`config.mk`:
```
export PLATFORM = sky130hd
export DESIGN_NAME = uart_program_loader
export DESIGN_NICKNAME = d
export VERILOG_FILES = /design/src/rtl/uart_program_loader.sv
export SDC_FILE = /design/constraint.sdc
export NUM_CORES = 1
export LEC_CHECK = 0
export CAP_MARGIN = 40
export CORE_MARGIN = 3
export CORE_UTILIZATION = 50
export CTS_BUF_LIST = sky130_fd_sc_hd__clkbuf_2 sky130_fd_sc_hd__clkbuf_4 sky130_fd_sc_hd__clkbuf_8
export CTS_CLUSTER_DIAMETER = 80
export DETAILED_ROUTE_END_ITERATION = 8
export PLACE_DENSITY = 0.69
export REMOVE_ABC_BUFFERS = 1
export SYNTH_ARGS = -nofsm -noshare
export SYNTH_HDL_FRONTEND = slang
export SYNTH_SLANG_ARGS = --single-unit
```
`constraint.sdc`:
```
create_clock -name CLK -period 3.7 [get_ports CLK]
set_input_delay 0.74 -clock CLK [delete_from_list [all_inputs] [get_ports CLK]]
set_output_delay 0.74 -clock CLK [all_outputs]
set_load 0.02 [all_outputs]
```
`src/rtl/uart_program_loader.sv`:
```
// UART boot loader front end: receives 8N1 bytes, parses a 4-byte LE word-count
// header and streams 4*N payload bytes onto the instruction memory loader port.
module uart_program_loader #(
    parameter int CLKS_PER_BIT = 868,
    parameter int COUNT_WIDTH  = 16
) (
    input  logic       CLK,
    input  logic       reset,
    input  logic       rx,
    output logic [7:0] loader_data,
    output logic       loader_ready,
    output logic       loader_enable,
    output logic       load_done,
    output logic       frame_err
);
    localparam int TW = $clog2(CLKS_PER_BIT);
    localparam int BW = COUNT_WIDTH + 2;
    localparam logic [TW-1:0] FULL_M1 = TW'(CLKS_PER_BIT - 1);
    localparam logic [TW-1:0] HALF_M1 = TW'(CLKS_PER_BIT / 2 - 1);

    typedef enum logic [2:0] {RX_IDLE, RX_START, RX_DATA, RX_STOP, RX_WAIT} rx_state_t;
    typedef enum logic [1:0] {LD_HDR, LD_PAY, LD_TAIL} ld_state_t;

    logic            rx_meta, rxs;
    rx_state_t       rx_state, rx_state_d;
    logic [TW-1:0]   timer, timer_d;
    logic [2:0]      bit_idx, bit_idx_d;
    logic [7:0]      shreg, shreg_d;
    logic            byte_valid, byte_valid_d;
    logic            byte_err, byte_err_d;
    logic            frame_err_d;

    ld_state_t        ld_state, ld_state_d;
    logic [1:0]       hdr_idx, hdr_idx_d;
    logic [COUNT_WIDTH-1:0] cnt_acc, cnt_acc_d, hdr_acc;
    logic [BW-1:0]    byte_cnt, byte_cnt_d;
    logic [1:0]       tail_cnt, tail_cnt_d;
    logic [7:0]       loader_data_d;
    logic             loader_ready_d, loader_enable_d, load_done_d;

    // ---------------- receiver ----------------
    always_ff @(posedge CLK) begin
        if (reset) begin
            rx_meta    <= 1'b1;
            rxs        <= 1'b1;
            rx_state   <= RX_IDLE;
            timer      <= '0;
            bit_idx    <= '0;
            shreg      <= '0;
            byte_valid <= 1'b0;
            byte_err   <= 1'b0;
            frame_err  <= 1'b0;
        end else begin
            rx_meta    <= rx;
            rxs        <= rx_meta;
            rx_state   <= rx_state_d;
            timer      <= timer_d;
            bit_idx    <= bit_idx_d;
            shreg      <= shreg_d;
            byte_valid <= byte_valid_d;
            byte_err   <= byte_err_d;
            frame_err  <= frame_err_d;
        end
    end

    // IDLE is only ever entered with rxs high, so a low level there is a falling edge.
    always_comb begin
        rx_state_d   = rx_state;
        timer_d      = timer;
        bit_idx_d    = bit_idx;
        shreg_d      = shreg;
        byte_valid_d = 1'b0;
        byte_err_d   = 1'b0;
        frame_err_d  = frame_err;
        case (rx_state)
            RX_IDLE: begin
                if (!rxs) begin
                    rx_state_d = RX_START;
                    timer_d    = HALF_M1;
                end
            end
            RX_START: begin
                if (timer == '0) begin
                    if (rxs) begin
                        rx_state_d = RX_IDLE;
                    end else begin
                        rx_state_d = RX_DATA;
                        timer_d    = FULL_M1;
                        bit_idx_d  = '0;
                    end
                end else begin
                    timer_d = timer - TW'(1);
                end
            end
            RX_DATA: begin
                if (timer == '0) begin
                    shreg_d   = {rxs, shreg[7:1]};
                    timer_d   = FULL_M1;
                    bit_idx_d = bit_idx + 3'd1;
                    if (bit_idx == 3'd7) rx_state_d = RX_STOP;
                end else begin
                    timer_d = timer - TW'(1);
                end
            end
            RX_STOP: begin
                if (timer == '0) begin
                    if (rxs) begin
                        byte_valid_d = 1'b1;
                        rx_state_d   = RX_IDLE;
                    end else begin
                        byte_err_d  = 1'b1;
                        frame_err_d = 1'b1;
                        rx_state_d  = RX_WAIT;
                    end
                end else begin
                    timer_d = timer - TW'(1);
                end
            end
            RX_WAIT: begin
                if (rxs) rx_state_d = RX_IDLE;
            end
            default: rx_state_d = RX_IDLE;
        endcase
    end

    // ---------------- loader ----------------
    // Header bits beyond COUNT_WIDTH fall off the shift and are ignored.
    assign hdr_acc = ((hdr_idx == 2'd0) ? '0 : cnt_acc) |
                     (COUNT_WIDTH'(shreg) << {hdr_idx, 3'b000});

    always_ff @(posedge CLK) begin
        if (reset) begin
            ld_state      <= LD_HDR;
            hdr_idx       <= '0;
            cnt_acc       <= '0;
            byte_cnt      <= '0;
            tail_cnt      <= '0;
            loader_data   <= 8'h00;
            loader_ready  <= 1'b0;
            loader_enable <= 1'b0;
            load_done     <= 1'b0;
        end else begin
            ld_state      <= ld_state_d;
            hdr_idx       <= hdr_idx_d;
            cnt_acc       <= cnt_acc_d;
            byte_cnt      <= byte_cnt_d;
            tail_cnt      <= tail_cnt_d;
            loader_data   <= loader_data_d;
            loader_ready  <= loader_ready_d;
            loader_enable <= loader_enable_d;
            load_done     <= load_done_d;
        end
    end

    always_comb begin
        ld_state_d      = ld_state;
        hdr_idx_d       = hdr_idx;
        cnt_acc_d       = cnt_acc;
        byte_cnt_d      = byte_cnt;
        tail_cnt_d      = tail_cnt;
        loader_data_d   = loader_data;
        loader_ready_d  = 1'b0;
        loader_enable_d = loader_enable;
        load_done_d     = 1'b0;
        case (ld_state)
            LD_HDR: begin
                if (byte_err) begin
                    hdr_idx_d = '0;
                end else if (byte_valid) begin
                    cnt_acc_d = hdr_acc;
                    hdr_idx_d = hdr_idx + 2'd1;
                    if (hdr_idx == 2'd3) begin
                        if (hdr_acc == '0) begin
                            load_done_d = 1'b1;
                        end else begin
                            byte_cnt_d      = {hdr_acc, 2'b00};
                            loader_enable_d = 1'b1;
                            ld_state_d      = LD_PAY;
                        end
                    end
                end
            end
            LD_PAY: begin
                if (byte_err) begin
                    loader_enable_d = 1'b0;
                    hdr_idx_d       = '0;
                    ld_state_d      = LD_HDR;
                end else if (byte_valid) begin
                    loader_data_d  = shreg;
                    loader_ready_d = 1'b1;
                    byte_cnt_d     = byte_cnt - BW'(1);
                    if (byte_cnt == BW'(1)) begin
                        tail_cnt_d = '0;
                        ld_state_d = LD_TAIL;
                    end
                end
            end
            LD_TAIL: begin
                // Enable stays up two cycles past the last strobe so the final word commits.
                tail_cnt_d = tail_cnt + 2'd1;
                if (tail_cnt == 2'd2) begin
                    loader_enable_d = 1'b0;
                    load_done_d     = 1'b1;
                    hdr_idx_d       = '0;
                    ld_state_d      = LD_HDR;
                end
            end
            default: ld_state_d = LD_HDR;
        endcase
    end

endmodule

```
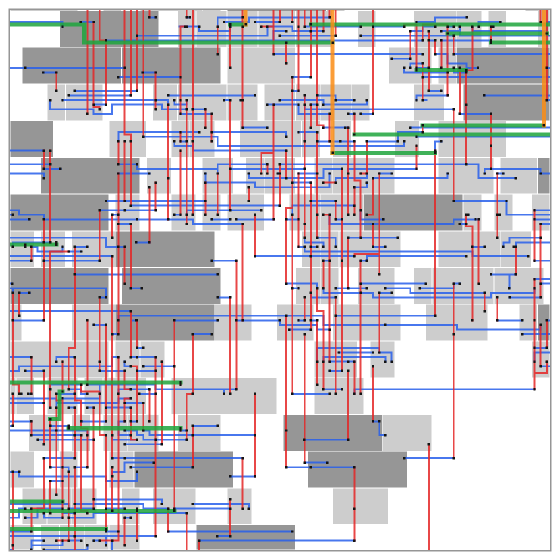
(run_1/zoom.png)
Region (29, 9) to (69, 49) um. Cells in gray, sequential cells in the stronger gray; small squares are vias.
layer	color
met3	green
met2	red
met4	orange
met1	blue
most frequent	dfxtp_1 (16), nor2_1 (10), nand2_1 (9)
cells with their middle in the window	114
netlist names of flops here include	timer (6), byte_cnt (2), hdr_idx (2)
sequential cells in the window	16

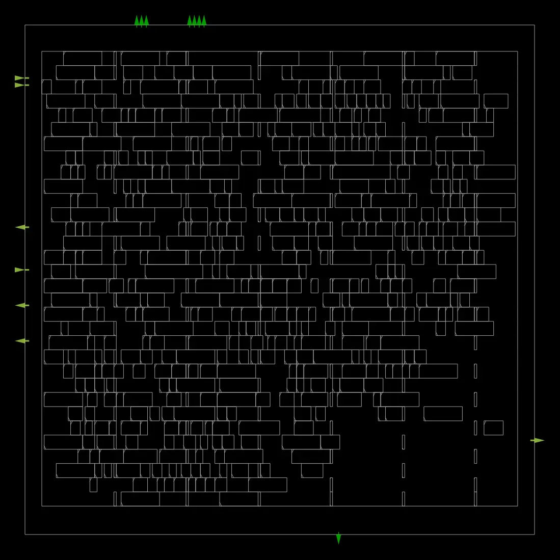
(run_1/final_placement.png)
fraction of area in registers: 35.13%
CORE AREA: 7928 um2

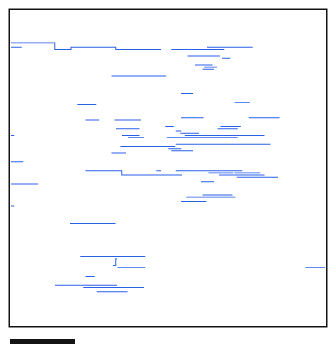
(run_1/met3.png)
The bar under the picture is 20 um long.
share of all routed wire	5.7%
wire length on this layer	548 um
nets with wire on the layer	42
main direction	horizontal
routing usage on met3: 3.015%
Final Routed Wirelength: 9582 um

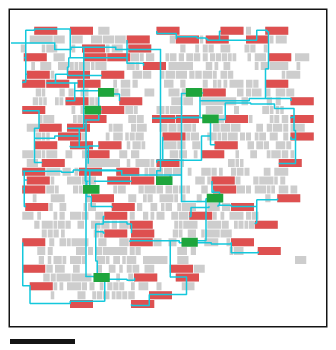
(run_1/clock_map.png)
The bar under the picture is 20 um long.
[flip-flops] red | count: 80
[cells driving clock nets] green | count: 9
[clock wires] cyan | length: 1030 um
routed clock nets	10

==> COMMIT_EDITMSG, run 1 <==
Log flow metrics for this revision

* Actual slew at the worst max-slew pin: 0.6675 ns
- The end-of-flow timing check tallies setup violations at 0.
- Outcome: completed
* Worst hold-check slack: 0.4217 ns
- Number of DRC violations after detailed-routing iteration 0: 273
- Syn Std Cell Area: 4189 um2
* Wl on met1: 4557 um
* Number of instances in the synthesized netlist: 502
- Per the synth stats, the proportion of register bits with asynchronous set or reset is 0%.
- Clk latency late pin: 0.36 ns
* Area contributors post-synth: sky130_fd_sc_hd__dfxtp_1, sky130_fd_sc_hd__nor2_1, sky130_fd_sc_hd__a21oi_1, sky130_fd_sc_hd__ha_1, sky130_fd_sc_hd__nand2_1
- Net switching component of the power: 485.3 uW
- Worst R2R End: byte_cnt[17]$_SDFFE_PP0P_
- The floorplan has 32 rows.
- Startpoint of the worst hold path: rx_meta$_SDFF_PP1_
- Number of storage elements in the synthesis netlist: 80
- Number of max-slew violations in the final report: 0
* Worst setup path class: reg -> reg
* WL met3: 548 um
* GR peak layer: met2
- Timing startpoint of the critical path: hdr_idx[0]$_SDFFE_PP0P_
* End of the critical path: byte_cnt[17]$_SDFFE_PP0P_
- Highest metal used: met4
- Per the post-route antenna check, the number of violating nets is 0.
- Post-Syn Area per Cell: 8.345 um2
- The number of global-route vias before repair was 3323.
- The power report lists the clock group at 754 uW.
- Per the CTS log, the root buffer master is sky130_fd_sc_hd__clkbuf_8.
* Length in cells of the worst reg-to-reg path: 9
- Post-layout nets: 513
- In this run the layout overhead on the synthesized area is reported as 8.841%.
* Combinational-cell power consumption: 165 uW
- IO Pins: 15
- Switch share: 26.62%
- The endpoint of the worst hold path is reported as rxs$_SDFF_PP1_.
* Final cell count without fillers: 604
* Distinct lib cells: 67
* Hold bufs inserted after CTS: 0
- Entering global routing, the biggest net connects 49 pins.
* Clock tree from TritonCTS: built
* Total of max-cap violations: 0
* Post-place instance area: 4327 um2
- With fillers left out, the area of the finished cells amounts to 4559 um2.
- Sequential logic power: 903 uW
* Post-synth EDFFs: 0
* Port buffer count: 14
- Top library cells by usage in the layout, fill and taps aside: sky130_fd_sc_hd__dfxtp_1, sky130_fd_sc_hd__nor2_1, sky130_fd_sc_hd__a21oi_1
* Global-route track usage on met1: 29.22%
* Min cycle time layout: 2.657 ns
* Clock power frac: 41.4%
- Number of H-tree levels: 3
- Yosys Chip Area: 4189 um2
- The most frequently used library cell after synthesis is sky130_fd_sc_hd__dfxtp_1.
* First-pass GRT wire length: 16170 um
- The vertical die dimension reported for this design is 97.53 um.
- The global routing report lists met2 layer usage as 31.15%.
- Primary flip-flop cell chosen by synthesis mapping: sky130_fd_sc_hd__dfxtp_1
- Element type at the critical path end: register
- Largest area contributor in the synthesized netlist: sky130_fd_sc_hd__dfxtp_1
* Leading cell type in the layout, fill and taps excluded: sky130_fd_sc_hd__dfxtp_1
* Endpoint required time on the critical path: 3.98 ns
- Top power group: sequential cells
- Looking at the clock tree report, the maximum root-to-sink buffer count equals 2.
- Flop pwr share: 49.6%
- Maximum fanout along the worst path: 17
* Register clock-pin slew on the reported worst setup and hold paths: 0.09 ns
* Number of antenna violations at the first check in global routing: 0
- Routed via count divided by cell count: 5.964
- The warning tally printed by Yosys for this design is 0.
- Final worst clock skew: 0.01535 ns
* Reg2Reg Launch Point: hdr_idx[0]$_SDFFE_PP0P_
- Areal power density over the cells: 399.9 nW/um2
- Number of buffers added by the clock tree synthesis step: 9
- Overall die area: 9512 um2
- In this run the register-to-register setup slack is 1.04 ns.
- RSZ-0062 raised after global routing: false
- OpenROAD emitted warnings numbering 31.
- Once the clock tree was built, the resizer swapped 0 gates to a different size.
* Final routed DRC violation total: 0
* Worst hold-check path type: reg -> reg
* Total placed cells including tap cells: 588
- Overall routing resource usage recorded by global route was 20.46%.
- Critical path arrival: 2.94 ns
- Horiz. Die Dim: 97.53 um
* Most numerous cell types in the synthesized netlist: sky130_fd_sc_hd__dfxtp_1, sky130_fd_sc_hd__nor2_1, sky130_fd_sc_hd__a21oi_1, sky130_fd_sc_hd__nand2_1
* Ratio of cells with drive above 1 in the final layout: 8.765%
- Hold analysis shows the worst path with a depth of 1.
run 1: state kept, by name, indices dropped and copies added (netlist names):
register,flops
tail_cnt,2
cnt_acc,16
byte_cnt,18
timer,10
byte_err,1
rx_state,3
byte_valid,1
rx_meta,1
rxs,1
hdr_idx,2
loader_enable,1
frame_err,1
loader_data,8
ld_state,2
shreg,8
bit_idx,3
loader_ready,1
load_done,1
run 1: area by class of cell:
class | instances | area (um2)
fillers | 724 | 3368
multi-input cells | 370 | 2341
flip-flops and latches | 80 | 1602
repair buffers | 19 | 192.7
well taps | 102 | 127.6
clock buffers | 9 | 123.9
clock inverters | 7 | 108.9
inverters | 17 | 63.81
run 1: cells by family (layout without fill, tap and decap cells):
group | after synthesis | after routing | share of synthesized area, %
AND-OR/OR-AND | 147 | 147 | 24.13
XOR/XNOR | 5 | 5 | 1.046
adder cells (fa/ha/maj) | 13 | 13 | 3.883
buffers and inverters | 52 | 52 | 5.884
flip-flops | 80 | 80 | 38.23
multiplexers | 13 | 13 | 3.106
AND/OR/NAND/NOR | 192 | 192 | 23.72
run 1: critical path, cell delays in order (launching register included):
cell	delay, ns
sky130_fd_sc_hd__dfxtp_1	0.43
sky130_fd_sc_hd__inv_1	0.07
sky130_fd_sc_hd__ha_1	0.23
sky130_fd_sc_hd__inv_1	0.35
sky130_fd_sc_hd__a22oi_1	0.23
sky130_fd_sc_hd__and4_4	0.26
sky130_fd_sc_hd__a31o_1	0.35
sky130_fd_sc_hd__buf_8	0.23
sky130_fd_sc_hd__or3_1	0.36
sky130_fd_sc_hd__o31ai_2	0.06
run 1: through the flow:
stage,worst slack (ns),utilization [%]
5_1_grt,0.8105,57.51
3_5_place_dp,1.079,54.58
6_report,1.043,57.51
4_1_cts,1.068,57.51
3_3_place_gp,0.9848,54.39
2_1_floorplan,0.8316,-
==> run_1/metal_stack.png <==
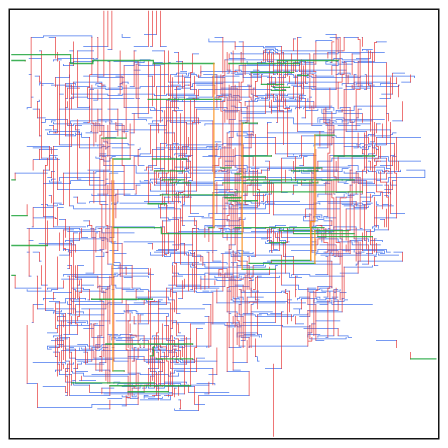

==> run 2, diff against run 1 <==
clock period = 2.8 ns   (was 3.7 ns; I/O delays follow)
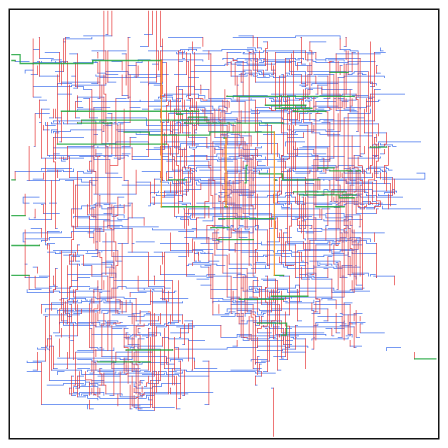
(run_2/metal_stack.png)
layer	color	wire length
met4	orange	81.6 um
met1	blue	4740 um
met3	green	433 um
met2	red	4330 um

==> run 2 against run 1 <==
Effect of this change: first-iteration DRC count decreased by 23%; largest power group unchanged; non-clock buffer count increased by 5; worst setup slack got worse by 0.75 ns; cell count rose by 0.83%; core utilization hardly changed; die size stayed put; via count increased by 0.97%; critical path type unchanged; critical path depth is the same; sequential cell count is the same.
==> COMMIT_EDITMSG, run 2 <==
Log flow metrics for this revision

- The critical-path maximum fanout is 16 (was 17).
* Number of buffers added by the clock tree synthesis step: 9 (unchanged)
- The terminus of the critical flop-to-flop path is byte_cnt[7]$_SDFFE_PP0P_ (was byte_cnt[17]$_SDFFE_PP0P_).
- The final-stage net count came to 518 (was 513).
* Final cell count without fillers: 609 (was 604)
* Number of storage elements in the synthesis netlist: 80 (unchanged)
- The global-route met2 utilization is 31.31% (was 31.15%).
- Top library cells by usage in the layout, fill and taps aside: sky130_fd_sc_hd__dfxtp_1, sky130_fd_sc_hd__nor2_1, sky130_fd_sc_hd__a21oi_1 (unchanged)
- The largest register by flop count was byte_cnt (unchanged).
* CORE AREA: 7928 um2 (unchanged)
- Most numerous cell types in the synthesized netlist: sky130_fd_sc_hd__dfxtp_1, sky130_fd_sc_hd__nor2_1, sky130_fd_sc_hd__a21oi_1, sky130_fd_sc_hd__nand2_1 (unchanged).
- The most frequent logic cell in the layout is sky130_fd_sc_hd__dfxtp_1 (unchanged).
- Net switching component of the power: 671.9 uW (was 485.3 uW)
* Post-synthesis cell type with the largest instance count: sky130_fd_sc_hd__dfxtp_1 (unchanged)
* Layout buffering overhead excluding clock cells: 5.155% (was 4.226%)
* Final routed DRC violation total: 0 (unchanged)
- First-pass GRT wire length: 16350 um (was 16170 um)
* Clock buf count: 9 (unchanged)
* Synthesis Warnings: 0 (unchanged)
- Final instance area: 4563 um2 (was 4559 um2)
- Endpoint required time on the critical path: 3.10 ns (was 3.98 ns)
* Number of instances in the synthesized netlist: 502 (unchanged)
- The via-per-instance ratio is 5.972 (was 5.964).
* Clock tree from TritonCTS: built (unchanged)
* Number of non-clock inverters in the layout: 17 (unchanged)
- Highest metal used: met4 (unchanged)
- The met2 routed wirelength came to 4331 um (was 4320 um).
* Y dimension of the die: 97.53 um (unchanged)
* IO Pins: 15 (unchanged)
* Clk pwr: 859 uW (was 754 uW)
* RSZ-0062 raised after global routing: false (unchanged)
- Max Root-Sink Buffers: 2 (unchanged)
- Clk latency late pin: 0.36 ns (about the same)
- Delay of the slowest critical-path stage: 0.46 ns (was 0.43 ns)
- WL met3: 432 um (was 548 um)
* Sequential cell area: 1602 um2 (unchanged)
- Setup slack of the worst register-to-register path: 0.30 ns (was 1.04 ns)
- Leakage power figure: 0.001685 uW (was 0.001679 uW)
- Distinct lib cells: 67 (unchanged)
- Final Routed Wirelength: 9582 um (unchanged)
- Largest area contributor in the synthesized netlist: sky130_fd_sc_hd__dfxtp_1 (unchanged)
- Number of logged tool warnings: 31 (unchanged)
- The start of the worst register-to-register path is hdr_idx[1]$_SDFFE_PP0P_ (was hdr_idx[0]$_SDFFE_PP0P_).
- The post-synthesis async set-or-reset flop share is 0% (unchanged).
- The slew at the pin closest to its max-slew limit came to 0.6313 ns (was 0.6675 ns).
* Startpoint of the worst hold path: rx_meta$_SDFF_PP1_ (unchanged)
- Length in cells of the worst reg-to-reg path: 9 (unchanged)
- The start-to-end type of the worst setup path was reg -> reg (unchanged).
- Crit-path cells: inv_1 -> ha_1 -> inv_1 -> a22oi_1 -> and4_4 -> a31o_1 -> buf_12 -> a211o_1 -> a21oi_1 (was inv_1 -> ha_1 -> inv_1 -> a22oi_1 -> and4_4 -> a31o_1 -> buf_8 -> or3_1 -> o31ai_2).
- The pin count of the biggest net entering global routing came to 46 (was 49).
- The number of enable-type register cells in the synthesized netlist came to 0 (unchanged).
- The final-layout fill cell count came to 766 (was 724).
- The count of plain and timing-repair buffers is 24 (was 19).
- The die area came to 9512 um2 (unchanged).
- The post-route core utilization is 57.56% (was 57.51%).
- The chip area line of the yosys report came to 4189 um2 (unchanged).
- The placed cell area came to 4369 um2 (was 4327 um2).
* Fraction of area in registers: 35.10% (was 35.13%)
- The commonest register cell after synthesis was sky130_fd_sc_hd__dfxtp_1 (unchanged).
* Slack of the critical path: 0.2958 ns (was 1.043 ns)
* Number of H-tree levels: 3 (unchanged)
* Post-Syn Area per Cell: 8.345 um2 (unchanged)
- Placement Setup Slack: 0.3266 ns (was 1.079 ns)
* GR peak layer: met2 (unchanged)
- Max-area cell class: combinational gates (unchanged)
- The relative area change from synthesis to final layout is 8.931% (was 8.841%).
* Port buffer count: 14 (unchanged)
- Slowest CP cell: sky130_fd_sc_hd__dfxtp_1 (unchanged)
- Global-route track usage on met1: 29.92% (was 29.22%)
* DRT antenna net count: 0 (unchanged)
- Hold bufs inserted after CTS: 0 (unchanged)
- The combinational gate area was 2341 um2 (unchanged).
- The number of flip-flops in the largest register came to 18 (unchanged).
- Horiz. Die Dim: 97.53 um (unchanged)
- Wl on met1: 4736 um (was 4557 um)
- Critical path arrival: 2.80 ns (was 2.94 ns)
- Switch share: 29.57% (was 26.62%)
* Post-DR wirelength/cell: 15.73 um (was 15.86 um)
- The count of cells along the worst hold path is 1 (unchanged).
- The minimum period implied by the final worst setup slack was 2.504 ns (was 2.657 ns).
- The reported max-cap violation count is 0 (unchanged).
- Final worst clock skew: 0.01662 ns (was 0.01535 ns)
- Number of cell rows: 32 (unchanged)
* Hold path endpoint: rxs$_SDFF_PP1_ (unchanged)
- Combinational-cell power consumption: 220 uW (was 165 uW)
* Sequential logic power: 1190 uW (was 903 uW)
- Register clock-pin slew on the reported worst setup and hold paths: 0.10 ns (was 0.09 ns)
- Resize count post-CTS: 0 (unchanged)
- The root cell of the clock tree was sky130_fd_sc_hd__clkbuf_8 (unchanged).
- Library cell appearing most often on the critical path: sky130_fd_sc_hd__inv_1 (unchanged)
- The sort of element at the end of the critical path was a register (unchanged).
- Leading registers by flop count: byte_cnt x18, cnt_acc x16, timer x10 (unchanged)
- The total instance count after detailed placement came to 593 (was 588).
* Share of the final layout cell area in multi-input gates: 51.30% (was 51.34%)
- Area contributors post-synth: sky130_fd_sc_hd__dfxtp_1, sky130_fd_sc_hd__nor2_1, sky130_fd_sc_hd__a21oi_1, sky130_fd_sc_hd__ha_1, sky130_fd_sc_hd__nand2_1 (unchanged)
* Number of antenna violations at the first check in global routing: 0 (unchanged)
- Clock power frac: 37.8% (was 41.4%)
- The fraction of final layout cells sized beyond drive strength 1 is 9.665% (was 8.765%).
- Areal power density over the cells: 498.0 nW/um2 (was 399.9 nW/um2)
- The final-layout clock-cell area share was 4.250% (was 5.104%).
* Outcome: completed (unchanged)
- Count of flip-flops and latches: 80 (unchanged)
- Finish-stage setup viols: 0 (unchanged)
* Number of global-route vias before repair: 3346 (was 3323)
* Number of DRC violations after detailed-routing iteration 0: 211 (was 273)
* Multi-input gate count: 370 (unchanged)
* Num tapcells: 102 (unchanged)
- Syn Std Cell Area: 4189 um2 (unchanged)
* Worst hold-check slack: 0.4231 ns (was 0.4217 ns)
* Number of buffer and inverter instances along the worst setup path: 3 (unchanged)
- Flop pwr share: 52.5% (was 49.6%)
- Worst hold-check path type: reg -> reg (unchanged)
* Number of max-slew violations in the final report: 0 (unchanged)
- All-Layer GR Usage: 20.36% (was 20.46%)
* Kind of cell with the highest combined delay on the critical path: AND-OR/OR-AND gates (was buffers and inverters)
* Top power group: sequential cells (unchanged)
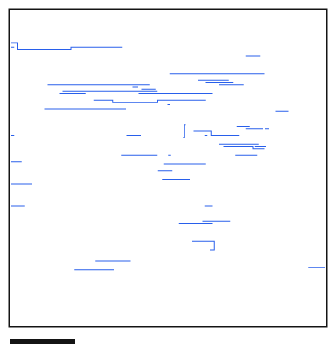
(run_2/met3.png)
The bar under the picture is 20 um long.
wire length on this layer	433 um
share of all routed wire	4.5%
main direction	horizontal
nets with wire on the layer	33
total number of vias: 3637
routing usage on met3: 2.656%

-- run 2: cell counts after synthesis --
Identical to the previous run, type by type.
-- run 2: cell families after synthesis --
kind of cell / count (synthesis) / synth area share (%)
buf+inv: 52 / 5.884
xor+xnor: 5 / 1.046
simple gates: 192 / 23.72
flops: 80 / 38.23
mux: 13 / 3.106
compound gates: 147 / 24.13
fa+ha+maj: 13 / 3.883
-- run 2: worst register-to-register path, stage by stage, from the launching register on --
cell,delay (ns)
sky130_fd_sc_hd__dfxtp_1,0.46
sky130_fd_sc_hd__inv_1,0.07
sky130_fd_sc_hd__ha_1,0.20
sky130_fd_sc_hd__inv_1,0.36
sky130_fd_sc_hd__a22oi_1,0.23
sky130_fd_sc_hd__and4_4,0.23
sky130_fd_sc_hd__a31o_1,0.35
sky130_fd_sc_hd__buf_12,0.21
sky130_fd_sc_hd__a211o_1,0.22
sky130_fd_sc_hd__a21oi_1,0.12
-- run 2: worst max-delay path by stage --
stage                                        start                   endpoint  cells after the start
after detailed placement   hdr_idx[0]$_SDFFE_PP0P_   byte_cnt[0]$_SDFFE_PP0P_                      9
after CTS                  hdr_idx[1]$_SDFFE_PP0P_   byte_cnt[8]$_SDFFE_PP0P_                      9
after global routing       hdr_idx[0]$_SDFFE_PP0P_   byte_cnt[7]$_SDFFE_PP0P_                      9
after global placement     hdr_idx[1]$_SDFFE_PP0P_   byte_cnt[0]$_SDFFE_PP0P_                      9
final                      hdr_idx[1]$_SDFFE_PP0P_   byte_cnt[7]$_SDFFE_PP0P_                      9
after floorplan           ld_state[1]$_SDFFE_PP0P_  byte_cnt[17]$_SDFFE_PP0P_                      8
==> run_2/zoom.png <==
Region (29, 9) to (69, 49) um. Cells in gray, sequential cells in the stronger gray; small squares are vias.
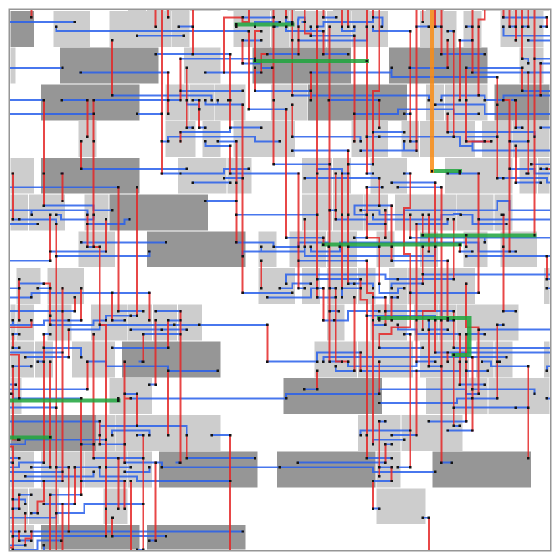

==> run 3, diff against run 2 <==
--- a/config.mk
+++ b/config.mk
@@ -15,2 +15,3 @@
 export REMOVE_ABC_BUFFERS = 1
+export SKIP_CTS_REPAIR_TIMING = 1
 export SYNTH_ARGS = -nofsm -noshare
==> constraint.sdc (replaced) <==
create_clock -name CLK -period 2.8 [get_ports CLK]
set_input_delay 0.42 -clock CLK [delete_from_list [all_inputs] [get_ports CLK]]
set_output_delay 0.42 -clock CLK [all_outputs]
set_load 0.02 [all_outputs]
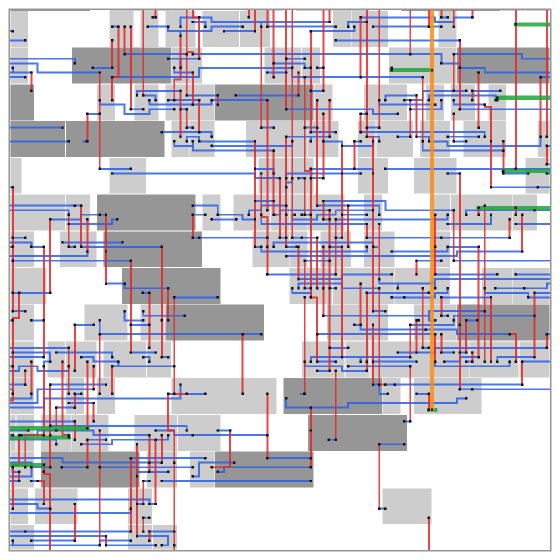
(run_3/zoom.png)
Region (29, 9) to (69, 49) um. Cells in gray, sequential cells in the stronger gray; small squares are vias.
layer	color
met4	orange
met3	green
met1	blue
met2	red
netlist names of flops here include	timer (4), hdr_idx (2), ld_state (2)
sequential cells in the window	14
most frequent	dfxtp_1 (14), nor2_1 (9)
cells with their middle in the window	109

==> run 3 against run 2 <==
Effect of this change: largest power group unchanged; count of clock-buffer cells in the layout is the same; fmax about the same; sequential cell count is the same; total power increased by 1.8%; area after synthesis stayed put; via count grew 1.3%; die size unchanged; largest cell class unchanged; critical endpoint is now byte_cnt[17]$_SDFFE_PP0P_; clock skew shrank 0.0053 ns; synthesized cell count stayed put.
==> COMMIT_EDITMSG, run 3 <==
Log flow metrics for this revision

* WL met3: 558 um (was 432 um)
- Port buffer count: 14 (unchanged)
- The total congestion overflow came to 0 (unchanged).
- Final worst clock skew: 0.01131 ns (was 0.01662 ns)
* Element type at the critical path end: register (unchanged)
- Final-report hold violation count: 0 (unchanged)
* Placement Setup Slack: 0.3421 ns (was 0.3266 ns)
* Worst hold-check path type: reg -> reg (unchanged)
- Number of sinks handled by clock tree synthesis: 80 (unchanged)
- Post-synthesis cell type with the largest instance count: sky130_fd_sc_hd__dfxtp_1 (unchanged)
- Horiz. Die Dim: 97.53 um (unchanged)
- Most numerous cell types in the synthesized netlist: sky130_fd_sc_hd__dfxtp_1, sky130_fd_sc_hd__nor2_1, sky130_fd_sc_hd__a21oi_1, sky130_fd_sc_hd__nand2_1 (unchanged)
- Number of storage elements in the synthesis netlist: 80 (unchanged)
- Y dimension of the die: 97.53 um (unchanged)
- The busiest layer in global routing is met2 (unchanged).
* Reg2Reg Launch Point: hdr_idx[1]$_SDFFE_PP0P_ (unchanged)
- The critical-path maximum fanout came to 16 (unchanged).
- The placer's final routability congestion estimate came to 0.8942 (was 0.8827).
- The proportion of synthesized chip area in sequential cells came to 38.23% (unchanged).
- The initial antenna violation count was 0 (unchanged).
- The total DRC errors in the routed layout was 0 (unchanged).
* DRT antenna net count: 0 (unchanged)
- CORE AREA: 7928 um2 (unchanged)
* Switch share: 27.60% (was 29.57%)
- The overall via count from detail_route came to 3684 (was 3637).
* Fin crit share: 89.37% (was 89.44%)
* Flop pwr share: 51.6% (was 52.5%)
* Number of DRC violations after detailed-routing iteration 0: 264 (was 211)
- Post-synthesis cell count from yosys: 502 (unchanged)
* Overall die area: 9512 um2 (unchanged)
- Xor-xnor portion of the synthesized cell area: 1.045% (unchanged)
- Outcome: completed (unchanged).
- RSZ-0062 raised after global routing: false (unchanged).
- The accumulated negative setup slack came to 0 ns (unchanged).
- The number of placed I/O pins is 15 (unchanged).
- Top logic cell family in the synthesized netlist: AND-OR/OR-AND gates (unchanged)
- Fraction of registers with async set/reset: 0% (unchanged)
- Primary flip-flop cell chosen by synthesis mapping: sky130_fd_sc_hd__dfxtp_1 (unchanged)
* Reg with most FFs: byte_cnt (unchanged)
* Mux frac, synth: 3.106% (unchanged)
* All-Layer GR Usage: 20.80% (was 20.36%)
- Met2 wire length: 4336 um (was 4331 um)
* Wl on met1: 4651 um (was 4736 um)
* Final instance area: 4561 um2 (was 4563 um2)
- The highest signal layer in the routed design was met4 (unchanged).
- Leading cell type in the layout, fill and taps excluded: sky130_fd_sc_hd__dfxtp_1 (unchanged)
* Routed via count divided by cell count: 6.059 (was 5.972)
- Leading registers by flop count: byte_cnt x18, cnt_acc x16, timer x10 (unchanged).
- The maximum clock rate was 399.6 MHz (was 399.3 MHz).
* Critical path launch point type: register (unchanged)
- Actual slew at the worst max-slew pin: 0.6189 ns (was 0.6313 ns)
- Post-layout nets: 517 (was 518)
* FA/HA/MAJ Cells, Area Fraction: 3.883% (unchanged)
- The data required time of the worst path was 3.08 ns (was 3.10 ns).
- The normalized max-slew margin was 58.56% (was 57.91%).
- The fraction of final layout cells sized beyond drive strength 1 was 9.486% (was 9.665%).
* Final Routed Wirelength: 9707 um (was 9582 um)
- The TritonCTS clock tree is built (unchanged).
* Top area contributor share: 38.23% (unchanged)
- The cell leakage power came to 0.001674 uW (was 0.001685 uW).
- Number of H-tree levels: 3 (unchanged)
* Number of logged tool warnings: 31 (unchanged)
- The total clock buffers created by CTS came to 9 (unchanged).
- The area fraction in compound gates came to 24.13% (unchanged).
- Largest register FFs: 18 (unchanged)
- Area fraction in and, or, nand and nor cells after synthesis: 23.72% (unchanged)
* Post-Syn Area per Cell: 8.345 um2 (unchanged)
- Max Root-Sink Buffers: 2 (unchanged)
- Yosys Chip Area: 4189 um2 (unchanged)
- The global-route met2 utilization is 30.89% (was 31.31%).
* Register clock-pin slew on the reported worst setup and hold paths: 0.09 ns (was 0.10 ns)
- Worst setup path class: reg -> reg (unchanged)
- The detailed placer's ending HPWL was 6631 um (was 6637 um).
* Detailed-router iteration count before antenna repair: 5 (unchanged)
* Net switching component of the power: 638.2 uW (was 671.9 uW)
* CTS Root Cell: sky130_fd_sc_hd__clkbuf_8 (unchanged)
- Number of instances in the synthesized netlist: 502 (unchanged)
* Peak VDD IR: 0.3394 mV (was 0.2803 mV)
- Largest area contributor in the synthesized netlist: sky130_fd_sc_hd__dfxtp_1 (unchanged)
- Number of global-route vias before repair: 3364 (was 3346)
* Post-route total power: 2312 uW (was 2272 uW)
* Min cycle time layout: 2.502 ns (was 2.504 ns)
- Area delta synth->final: 8.871% (was 8.931%)
* Synthesis Warnings: 0 (unchanged)
* Syn Std Cell Area: 4189 um2 (unchanged)
* Portion of total power attributed to combinational logic: 9.6% (was 9.7%)
* Total of max-cap violations: 0 (unchanged)
* Global-route track usage on met1: 30.43% (was 29.92%)
- The worst setup path startpoint is hdr_idx[1]$_SDFFE_PP0P_ (unchanged).
- The final setup slack of the worst path came to 0.2977 ns (was 0.2958 ns).
- Routing usage on met3: 3.518% (was 2.656%)
* Number of cell rows: 32 (unchanged)
- The average wire per standard cell was 15.97 um (was 15.73 um).
- Top library cells by usage in the layout, fill and taps aside: sky130_fd_sc_hd__dfxtp_1, sky130_fd_sc_hd__nor2_1, sky130_fd_sc_hd__a21oi_1 (unchanged)
- Areal power density over the cells: 507.0 nW/um2 (was 498.0 nW/um2)
- Clock power frac: 38.8% (was 37.8%)
- Number of max-slew violations in the final report: 0 (unchanged)
* Finish-stage setup viols: 0 (unchanged)
- Clk latency late pin: 0.35 ns (was 0.36 ns)
- The arrival time of data at the critical path endpoint is 2.78 ns (was 2.80 ns).
- Area contributors post-synth: sky130_fd_sc_hd__dfxtp_1, sky130_fd_sc_hd__nor2_1, sky130_fd_sc_hd__a21oi_1, sky130_fd_sc_hd__ha_1, sky130_fd_sc_hd__nand2_1 (unchanged).
- The antenna diode count is 0 (unchanged).
- The internal power is 1674 uW (was 1600 uW).
* Post-place instance area: 4349 um2 (was 4369 um2)
* Distinct lib cells: 67 (unchanged)
- The first-pass GRT wire length came to 16520 um (was 16350 um).
- The beginning of the worst hold path is rx_meta$_SDFF_PP1_ (unchanged).
- FP Util: 52.84% (unchanged)
- The pin count of the biggest net entering global routing is 90 (was 46).
- The number of enable-type register cells in the synthesized netlist is 0 (unchanged).
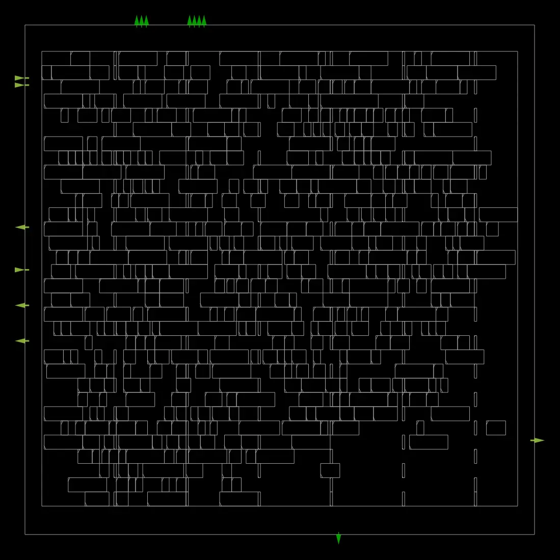
(run_3/final_placement.png)
number of fill cells: 729
count of flip-flops and latches: 80
final core utilization: 57.53%

==> run 3: cell counts after synthesis <==
No cell type changed its count.
==> run 3: worst max-delay path: stages (launching register included) <==
cell	delay (ns)
sky130_fd_sc_hd__dfxtp_1	0.45
sky130_fd_sc_hd__inv_1	0.07
sky130_fd_sc_hd__ha_1	0.21
sky130_fd_sc_hd__inv_1	0.35
sky130_fd_sc_hd__a22oi_1	0.24
sky130_fd_sc_hd__and4_4	0.24
sky130_fd_sc_hd__a31o_1	0.27
sky130_fd_sc_hd__buf_4	0.19
sky130_fd_sc_hd__or3_1	0.36
sky130_fd_sc_hd__o31ai_2	0.06
==> run 3: worst paths after layout <==
path / endpoint / slack [ns] / cells after the start
setup / recovery: byte_cnt[17]$_SDFFE_PP0P_ / 0.30 / 9
hold reg to reg: rxs$_SDFF_PP1_ / 0.42 / 1
setup reg to reg: byte_cnt[17]$_SDFFE_PP0P_ / 0.30 / 9
hold / removal: rxs$_SDFF_PP1_ / 0.42 / 1
==> run 3: area by class of cell <==
cell class | instances | area [um2] | share of cell area, %
clock buffers | 9 | 123.9 | 2.716
clock inverters | 7 | 87.58 | 1.920
inverters | 17 | 63.81 | 1.399
multi-input cells | 370 | 2341 | 51.33
flip-flops and latches | 80 | 1602 | 35.12
well taps | 102 | 127.6 | 2.798
repair buffers | 23 | 215.2 | 4.719
==> run 3: power by group through the flow <==
stage	logic (uW)	registers (uW)	clock network (uW)
CTS	219	1190	917
floorplan	161	1210	0
detailed placement	217	1220	0
global placement	215	1220	0
global route	249	1200	972
finish	222	1190	897
==> run 3: metrics by stage <==
step	hold WS, ns	cells
3_3_place_gp	0.3952	592
5_1_grt	0.4272	608
2_1_floorplan	0.3895	467
6_report	0.4160	608
4_1_cts	0.4185	608
3_5_place_dp	0.3970	592
Power figures rest on the tool's default switching activity, not on a simulated workload.
